### Clock wires, drivers and flops, run 1

Bar = 20 um.
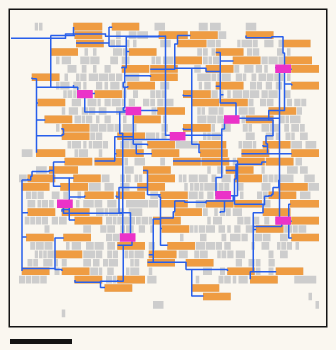
### Layout detail, run 1

Region (61, 10) to (91, 40) um. Cells in grey, sequential cells in the stronger grey; small squares are vias.
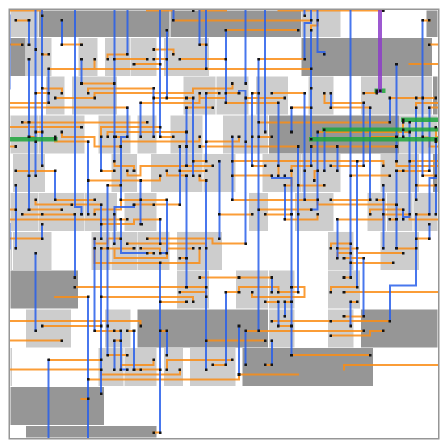
### Clock wiring as the flow saved it, run 1

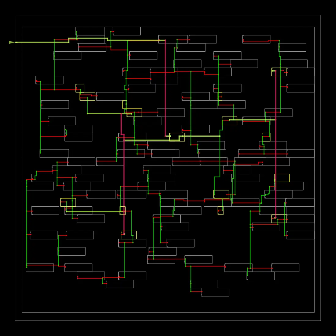
### Cell sizes after repair, run 1

Bar = 20 um.
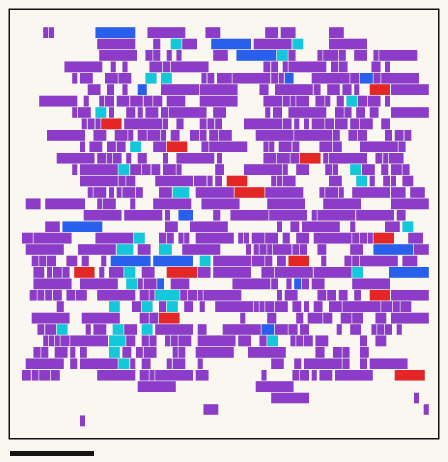
<file path="src/rtl/key_debounce_multi.sv">
// Multi-channel key debouncer with press/release pulses and an optional long-press
// detector, enabled by defining KEY_LONG_PRESS_EN.

module key_debounce_lane #(
  parameter int CNT_MAX    = 1_000_000,
  parameter int LONG_MAX   = 50_000_000,
  parameter bit ACTIVE_LOW = 1'b1
) (
  input  logic clk,
  input  logic rst_n,
  input  logic key_in,
  output logic key_state,
  output logic key_press,
  output logic key_release,
  output logic key_long
);
  localparam int            CW      = $clog2(CNT_MAX);
  localparam logic [CW-1:0] CNT_TOP = CW'(CNT_MAX - 1);
  localparam logic          IDLE    = ACTIVE_LOW;

  logic [1:0]    sync;
  logic [CW-1:0] cnt;
  logic          raw;

  // After normalisation, 1 always means pressed.
  assign raw = sync[1] ^ IDLE;

  always_ff @(posedge clk or negedge rst_n) begin
    if (!rst_n) begin
      sync        <= {2{IDLE}};
      cnt         <= '0;
      key_state   <= 1'b0;
      key_press   <= 1'b0;
      key_release <= 1'b0;
    end else begin
      sync        <= {sync[0], key_in};
      key_press   <= 1'b0;
      key_release <= 1'b0;
      if (raw == key_state) begin
        cnt <= '0;
      end else if (cnt == CNT_TOP) begin
        key_state   <= raw;
        cnt         <= '0;
        key_press   <= raw;
        key_release <= ~raw;
      end else begin
        cnt <= cnt + 1'b1;
      end
    end
  end

`ifdef KEY_LONG_PRESS_EN
  localparam int            LW       = $clog2(LONG_MAX);
  localparam logic [LW-1:0] LONG_TOP = LW'(LONG_MAX - 1);
  localparam logic [LW-1:0] LONG_PRE = LW'(LONG_MAX - 2);

  logic [LW-1:0] lcnt;

  // Saturating at the top value gives one pulse per press; a release re-arms it.
  always_ff @(posedge clk or negedge rst_n) begin
    if (!rst_n) begin
      lcnt     <= '0;
      key_long <= 1'b0;
    end else begin
      key_long <= 1'b0;
      if (!key_state) begin
        lcnt <= '0;
      end else if (lcnt != LONG_TOP) begin
        lcnt     <= lcnt + 1'b1;
        key_long <= (lcnt == LONG_PRE);
      end
    end
  end
`else
  assign key_long = 1'b0;
`endif

endmodule

module key_debounce_multi #(
  parameter int KEY_W      = 4,
  parameter int CNT_MAX    = 1_000_000,
  parameter int LONG_MAX   = 50_000_000,
  parameter bit ACTIVE_LOW = 1'b1
) (
  input  logic             clk,
  input  logic             rst_n,
  input  logic [KEY_W-1:0] key_in,
  output logic [KEY_W-1:0] key_state,
  output logic [KEY_W-1:0] key_press,
  output logic [KEY_W-1:0] key_release,
  output logic [KEY_W-1:0] key_long
);
  for (genvar g = 0; g < KEY_W; g++) begin : g_lane
    key_debounce_lane #(
      .CNT_MAX   (CNT_MAX),
      .LONG_MAX  (LONG_MAX),
      .ACTIVE_LOW(ACTIVE_LOW)
    ) u_lane (
      .clk        (clk),
      .rst_n      (rst_n),
      .key_in     (key_in[g]),
      .key_state  (key_state[g]),
      .key_press  (key_press[g]),
      .key_release(key_release[g]),
      .key_long   (key_long[g])
    );
  end

endmodule

</file>
<file path="config.mk">
export PLATFORM = sky130hd
export DESIGN_NAME = key_debounce_multi
export DESIGN_NICKNAME = d
export VERILOG_FILES = /design/src/rtl/key_debounce_multi.sv
export SDC_FILE = /design/constraint.sdc
export NUM_CORES = 1
export LEC_CHECK = 0
export CORE_MARGIN = 2
export CORE_UTILIZATION = 50
export CTS_CLUSTER_SIZE = 10
export DETAILED_ROUTE_END_ITERATION = 6
export HOLD_SLACK_MARGIN = 0.06
export PLACE_DENSITY = 0.71
export RECOVER_POWER = 50
export SLEW_MARGIN = 10
export SYNTH_ARGS = -nofsm -noshare
export SYNTH_HDL_FRONTEND = slang
export SYNTH_SLANG_ARGS = --single-unit
</file>
<file path="constraint.sdc">
create_clock -name clk -period 2 [get_ports clk]
set_input_delay 0.6 -clock clk [delete_from_list [all_inputs] [get_ports clk]]
set_output_delay 0.6 -clock clk [all_outputs]
set_load 0.01 [all_outputs]
</file>
==> GITHUB_STEP_SUMMARY, run 1 <==
## Synthesis and layout report

| Metric | Value |
|---|---|
| PortBufs | `17` |
| Max VDD drop | `0.450 mV` |
| Clk buf depth | `2` |
| Post-Layout Cell Count | `647` |
| Yosys stat area | `4800 um^2` |
| Final global-route overflow total | `0` |
| Htree depth | `3` |
| Nets | `523` |
| CTS tree | `built` |
| Initial drt markers | `130` |
| Fin. max-slew vios | `29` |
| Place WS | `-0.603 ps` |
| Commonest cells in the netlist | `92 x dfrtp_1, 62 x nor2_1, 31 x nand3_1` |
| Largest net degree at the start of global routing | `42` |
| Vias in the first global route | `3448` |
| Die Span Y | `102 um` |
| Critical Path Max Stage Delay | `560 ps` |
| Cts hold-fix bufs | `0` |
| Die area | `10400 um^2` |
| Placeable Area | `9280 um^2` |
| CP Class | `reg -> reg` |
| Placed instance count | `624` |
| Most used flip-flop cell | `dfrtp_1` |
| Crit path DRT | `2270 ps` |
| Final period utilization | `101%` |
| Register share after synthesis | `52.4%` |
| Crit Path Max Fanout | `4` |
| Layout cells sized above 1 | `11.4%` |
| Final instance area | `5390 um^2` |
| Total Wirelength | `9.05 mm` |
| Setup TNS Final | `-23.6 ps` |
| Synth Register Bits | `100` |
| Final number of hold-violating endpoints | `0` |
| Most frequent cell after synthesis | `dfrtp_1` |
| Power density cells | `626 nW/um^2` |
| P_leak | `0.00215 uW` |
| Startpoint types | `flop` |
| CP arrival | `2280 ps` |
| Max-area cell share | `48.0%` |
| Vias/cell | `5.54` |
| Setup ws final | `-17.0 ps` |
| Largest area contributor in the netlist | `dfrtp_1` |
| Max-Cap Viols | `1` |
| Class of the worst hold path | `reg -> reg` |
| Rel. slew slack | `-17.0%` |
| Status | `finished, violations left` |
| Critical path cell sequence | `or4_4 -> or4_4 -> or2_4 -> and3_4` |
| Largest cells by area | `dfrtp_1 48%, xnor2_1 5.5%, nor2_1 4.9%` |
| # diodes | `0` |
| Syn Area/Cell | `9.97 um^2` |
| Worst slew pin tran | `1750 ps` |
| Synth Instances | `481` |
| Drt wl/cell | `14.0 um` |
| Clk Tree Root Cell | `clkbuf_8` |
| DR pass1 iterations | `4` |
| Vias | `3582` |
| CP delay by family, top | `simple AND/OR/NAND/NOR gates` |
| Post-synth ARST share | `100%` |
| Synth Cell Area | `4800 um^2` |
| DRT antenna net count | `0` |
| Site row count | `35` |
| # Cells Yosys | `481` |
| TritonCTS Buffers | `9` |
| Final setup fails | `2` |
| DP Area | `5150 um^2` |
| Initial antenna violation count | `0` |
| Worst path buffer plus inverter count | `0` |
| Flip-flops with a built-in enable | `0` |
| Crit path time final | `2020 ps` |
| First-pass GRT wire length | `15.6 mm` |
| Distinct lib cells | `41` |
| Die width | `102 um` |
| DPL Wire Length | `6.26 mm` |
| Pre-Place Util | `51.7%` |
| Layout area overhead | `12.4%` |
| Final GP Congestion | `0.845` |
| Worst Skew | `11.8 ps` |
| RSZ-0062 raised after global routing | `true` |
| Top cells excl fill/tap | `91 x dfrtp_1, 62 x nor2_1, 31 x nand3_1` |
| # DRC | `0` |
| Crit path max-delay cell type | `or4_4` |
| # IOs | `22` |
| Setup crit end kind | `flop` |
| Tool warnings | `27` |
| Clock-pin slew on the worst setup and hold paths | `90 ps` |
| Top cell excl fill/tap | `dfrtp_1` |
| Violated checks | `capacitance limit, slew limit, setup timing` |
| Total global-route track usage | `18.7%` |
| Warnings from Yosys | `0` |
| Max Clock Freq | `496 MHz` |
| CP dominant cell by count | `or4_4` |
## Picture notes: 'Clock wires, drivers and flops'
[orange] flip-flops | count: 100
[blue] clock wires | length: 1180 um
[magenta] clock-net drivers | count: 9
routed clock nets: 10
flops lie: widely spread

## Picture notes: 'Layout detail'
[blue] M2
[orange] M1
[purple] M4
[green] M3
most frequent: dfrtp_1 (9), nand4_1 (6), a21oi_1 (5)
netlist names of flops here include: `g_lane.u_lane.cnt` (8), `g_lane.u_lane.key_state` (1)
sequential cells in the window: 9
cells with their middle in the window: 65

## Picture notes: 'Clock wiring as the flow saved it'
clock group power: 1150 uW
CTS Sinks: 100
clk_lat worst skew: 370 ps
# clk buffers: 12

## Picture notes: 'Cell sizes after repair'
[blue] x2 | cells: 15
[purple] x1 and smaller | cells: 459
[red] x6 and larger | cells: 13
[cyan] x3 and x4 | cells: 31

-- run 1: where the power goes --
group	total (uW)	switching [uW]	internal, uW
Sequential	2080	27.4	2050
Clock	1150	671	483
Combinational	139	89.9	49.3
-- run 1: logic make-up after synthesis --
group	count (synthesis)	share of synthesized area, %
AND/OR/NAND/NOR	237	26.3
XOR/XNOR	54	9.86
AND-OR/OR-AND	56	6.60
other	1	0.0782
flip-flops	100	52.4
buffers and inverters	29	3.76
adder cells (fa/ha/maj)	4	1.04
-- run 1: worst reg2reg max path, cell delays in order, from the launching register on --
cell and delay [ps]:
dfrtp_1 380, or4_4 530, or4_4 560, or2_4 290, and3_4 150
-- run 1: timing repair --
item | CTS | global route
endpoints found under the setup margin | 2 | 23
buffers inserted | 0 | 7
gates resized | 2 | 3
pin swaps | 0 | 5
-- run 1: path summary, 6_finish.rpt --
| kind | startpoint | endpoint | slack (ps) | cells past startpoint |
|---|---|---|---|---|
| max in group asynchronous | rst_n | g_lane[3].u_lane.sync[1]$_DFF_PN1_ | 290 | 2 |
| min in group asynchronous | rst_n | g_lane[1].u_lane.cnt[17]$_DFF_PN0_ | 680 | 1 |
| hold reg to reg | g_lane[1].u_lane.sync[0]$_DFF_PN1_ | g_lane[1].u_lane.sync[1]$_DFF_PN1_ | 360 | 0 |
| hold / removal | g_lane[1].u_lane.sync[0]$_DFF_PN1_ | g_lane[1].u_lane.sync[1]$_DFF_PN1_ | 360 | 0 |
| setup / recovery | g_lane[0].u_lane.cnt[11]$_DFF_PN0_ | g_lane[0].u_lane.cnt[1]$_DFF_PN0_ | -20 | 4 |
| setup reg to reg | g_lane[0].u_lane.cnt[11]$_DFF_PN0_ | g_lane[0].u_lane.cnt[1]$_DFF_PN0_ | -20 | 4 |
-- run 1: metal layers --
layer,GRT usage (%),wire length [um],vias to the layer above
li1,-,-,1767
met1,24.9,4230,1761
met2,30.1,4410,43
met3,3.97,243,11
met4,7.38,162,0
met5,0,0,-
-- run 1: final cells by class --
class | instances | area [um^2]
Fill cell | 814 | 3890
Sequential cell | 100 | 2510
Multi-Input combinational cell | 355 | 2130
Timing Repair Buffer | 44 | 404
Tap cell | 129 | 161
Clock buffer | 12 | 145
Clock inverter | 4 | 25.0
Inverter | 3 | 11.3
-- run 1: sequential cells by signal, indices dropped and copies added, names as in the netlist --
register,cells
g_lane.u_lane.key_state,4
g_lane.u_lane.key_release,4
g_lane.u_lane.cnt,80
g_lane.u_lane.key_press,4
g_lane.u_lane.sync,8
-- run 1: metrics by stage --
| stage | util, % | power (uW) | hold slack (ps) |
|---|---|---|---|
| after global placement | 55.5 | 2260 | 346 |
| after global routing | 58.1 | 3530 | 368 |
| after CTS | 57.4 | 3430 | 159 |
| after detailed placement | 55.5 | 2260 | 348 |
| after floorplan | - | 2180 | 304 |
| final | 58.1 | 3380 | 365 |
==> run 1 -> run 2 <==
--- a/config.mk
+++ b/config.mk
@@ -9,9 +9,11 @@
 export CORE_UTILIZATION = 50
 export CTS_CLUSTER_SIZE = 10
 export DETAILED_ROUTE_END_ITERATION = 6
+export GPL_ROUTABILITY_DRIVEN = 0
 export HOLD_SLACK_MARGIN = 0.06
 export PLACE_DENSITY = 0.71
 export RECOVER_POWER = 50
+export SKIP_LAST_GASP = 1
 export SLEW_MARGIN = 10
 export SYNTH_ARGS = -nofsm -noshare
 export SYNTH_HDL_FRONTEND = slang
### Cell sizes after repair, run 2

Bar = 20 um.
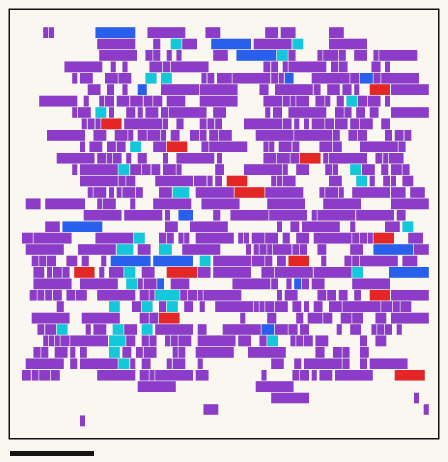
[purple] x1 and smaller | cells: 459
[red] x6 and larger | cells: 13
[blue] x2 | cells: 15
[cyan] x3 and x4 | cells: 31

### Clock wires, drivers and flops, run 2

Bar = 20 um.
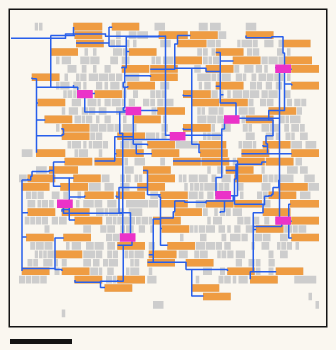
[blue] clock wires | length: 1180 um
[orange] flip-flops | count: 100
[magenta] clock-net drivers | count: 9
flops lie: widely spread

==> GITHUB_STEP_SUMMARY, run 2 <==
## Synthesis and layout report

| Metric | Value |
|---|---|
| Max-area cell share | `48.0% (unchanged)` |
| Final period utilization | `101% (unchanged)` |
| CP Class | `reg -> reg` |
| PortBufs | `17 (unchanged)` |
| Clk Tree Root Cell | `clkbuf_8` |
| TritonCTS Buffers | `9 (unchanged)` |
| Vias | `3582 (unchanged)` |
| Placed instance count | `624 (unchanged)` |
| DR pass1 iterations | `4 (unchanged)` |
| Total global-route track usage | `18.7% (unchanged)` |
| Final global-route overflow total | `0 (unchanged)` |
| Multi-input logic area | `2130 um^2 (unchanged)` |
| RSZ-0062 raised after global routing | `true` |
| P_leak | `0.00215 uW (unchanged)` |
| Htree depth | `3 (unchanged)` |
| Crit path time final | `2020 ps (unchanged)` |
| Status | `finished, violations left` |
| Nets | `523 (unchanged)` |
| Setup TNS Final | `-23.6 ps (unchanged)` |
| # DRC | `0 (unchanged)` |
| CP arrival | `2280 ps (about the same)` |
| CP dominant cell by count | `or4_4` |
| Violated checks | `capacitance limit, slew limit, setup timing` |
| Synth Cell Area | `4800 um^2 (unchanged)` |
| Place WS | `-0.603 ps (unchanged)` |
| Crit path max-delay cell type | `or4_4` |
| Power density cells | `626 nW/um^2 (unchanged)` |
| Clock-pin slew on the worst setup and hold paths | `90 ps (about the same)` |
| Total Wirelength | `9.05 mm (unchanged)` |
| DRT antenna net count | `0 (unchanged)` |
| Class of the worst hold path | `reg -> reg` |
| Die width | `102 um (unchanged)` |
| # Cells Yosys | `481 (unchanged)` |
| Top cells excl fill/tap | `91 x dfrtp_1, 62 x nor2_1, 31 x nand3_1` |
| # diodes | `0 (unchanged)` |
| Final number of hold-violating endpoints | `0 (unchanged)` |
| CTS Sinks | `100 (unchanged)` |
| Placeable Area | `9280 um^2 (unchanged)` |
| Critical Path Max Stage Delay | `560 ps (about the same)` |
| First-pass GRT wire length | `15.6 mm (unchanged)` |
| Largest cells by area | `dfrtp_1 48%, xnor2_1 5.5%, nor2_1 4.9%` |
| Vias in the first global route | `3448 (unchanged)` |
| Die area | `10400 um^2 (unchanged)` |
| Met1 Use GR | `24.9% (unchanged)` |
| Max Clock Freq | `496 MHz (unchanged)` |
| Pre-Place Util | `51.7% (unchanged)` |
| Setup crit end kind | `flop` |
| Initial antenna violation count | `0 (unchanged)` |
| Core Util, Final | `58.1% (unchanged)` |
| Initial drt markers | `130 (unchanged)` |
| Post-synth ARST share | `100% (unchanged)` |
| Die Span Y | `102 um (unchanged)` |
| Top cell excl fill/tap | `dfrtp_1` |
| Crit path DRT | `2270 ps (about the same)` |
| Met2 Usage GRT | `30.1% (unchanged)` |
| Clk buf depth | `2 (unchanged)` |
| Setup ws final | `-17.0 ps (unchanged)` |
| Largest net degree at the start of global routing | `42 (unchanged)` |
| Distinct lib cells | `41 (unchanged)` |
| Cts hold-fix bufs | `0 (unchanged)` |
| Top Registers | `g_lane.u_lane.cnt x80, g_lane.u_lane.sync x8` |
| Site row count | `35 (unchanged)` |
| Flop area | `2510 um^2 (unchanged)` |
| FILL cells | `814 (unchanged)` |
| Synth Instances | `481 (unchanged)` |
| Post-Layout Cell Count | `647 (unchanged)` |
| Biggest register | `g_lane.u_lane.cnt` |
| Max FFs per register | `80 (unchanged)` |
| Tool warnings | `27 (unchanged)` |
| Rel. slew slack | `-17.0% (unchanged)` |
| Crit Path Max Fanout | `4 (unchanged)` |
| Most used flip-flop cell | `dfrtp_1` |
| Layout area overhead | `12.4% (unchanged)` |
| Flip-flops with a built-in enable | `0 (unchanged)` |
| Gr busiest metal | `met2` |
| Vias/cell | `5.54 (unchanged)` |
| Syn Area/Cell | `9.97 um^2 (unchanged)` |
| CTS tree | `built` |
| Fin. max-slew vios | `29 (unchanged)` |
| Yosys stat area | `4800 um^2 (unchanged)` |
| Clk_lat worst skew | `370 ps (about the same)` |
| Startpoint types | `flop` |
| Commonest cells in the netlist | `92 x dfrtp_1, 62 x nor2_1, 31 x nand3_1` |
| DPL Wire Length | `6.26 mm (unchanged)` |
| # IOs | `22 (unchanged)` |
| GRT met3 Usage | `3.97% (unchanged)` |
| Max VDD drop | `0.450 mV (unchanged)` |
| Layout cells sized above 1 | `11.4% (unchanged)` |
| Register share after synthesis | `52.4% (unchanged)` |
| Warnings from Yosys | `0 (unchanged)` |
| Worst Skew | `11.8 ps (unchanged)` |
| Synth Register Bits | `100 (unchanged)` |
| Largest area contributor in the netlist | `dfrtp_1` |
| Final setup fails | `2 (unchanged)` |
| Max-Cap Viols | `1 (unchanged)` |
| Most frequent cell after synthesis | `dfrtp_1` |
| Critical path cell sequence | `or4_4 -> or4_4 -> or2_4 -> and3_4` |
| Worst slew pin tran | `1750 ps (unchanged)` |
| Drt wl/cell | `14.0 um (unchanged)` |
run 2: layout make-up:
type	count	share of cell area, %
clock inverter	4	0.464
sequential	100	46.6
multi-input combinational	355	39.5
timing repair buffer	44	7.50
clock buffer	12	2.69
inverter	3	0.209
tap	129	2.99
run 2: logic make-up (layout without fill, tap and decap cells):
family          count (synthesis)  in the layout  synth area share, %
compound gates                 56             56                 6.60
xor+xnor                       54             54                 9.86
fa+ha+maj                       4              4                 1.04
buf+inv                        29             63                 3.76
flops                         100            100                 52.4
other cells                     1              4               0.0782
simple gates                  237            237                 26.3
run 2: metal layers:
layer	vias to the layer above	routed length (um)
li1	1767	-
met5	-	0
met4	0	162
met2	43	4410
met1	1761	4230
met3	11	243
run 2: stage by stage:
stage / instance area (um^2) / power, uW / hold WS, ps
floorplan: 4810 / 2180 / 304
global placement: 5150 / 2260 / 346
detailed placement: 5150 / 2260 / 348
CTS: 5330 / 3430 / 159
global route: 5390 / 3530 / 368
finish: 5390 / 3380 / 365
run 2: power breakdown:
group / switching [uW] / internal (uW) / leakage [uW] / total [uW]
combinational: 89.9 / 49.3 / 0.000713 / 139
sequential: 27.4 / 2050 / 0.00136 / 2080
clock: 671 / 483 / 0.0000824 / 1150
run 2: worst max-delay path, delay by kind of cell (launching register included):
family	cells	cell delay (ps)
and+or+nand+nor	4	1530
DFF	1	380
run 2: timing repair:
action                     4_1_cts  5_1_grt
setup endpoints to repair        2       23
gates resized                    2        3
setup buffers                    0        7
pin swaps                        0        5
run 2: final timing paths:
kind	startpoint	cells after the start	to	slack [ps]
min in group asynchronous	rst_n	1	g_lane[1].u_lane.cnt[17]$_DFF_PN0_	680
max in group asynchronous	rst_n	2	g_lane[3].u_lane.sync[1]$_DFF_PN1_	290
max reg2reg	g_lane[0].u_lane.cnt[11]$_DFF_PN0_	4	g_lane[0].u_lane.cnt[1]$_DFF_PN0_	-20
min	g_lane[1].u_lane.sync[0]$_DFF_PN1_	0	g_lane[1].u_lane.sync[1]$_DFF_PN1_	360
max	g_lane[0].u_lane.cnt[11]$_DFF_PN0_	4	g_lane[0].u_lane.cnt[1]$_DFF_PN0_	-20
min reg2reg	g_lane[1].u_lane.sync[0]$_DFF_PN1_	0	g_lane[1].u_lane.sync[1]$_DFF_PN1_	360
No activity file was given, so power comes from the tool's default toggle rates.
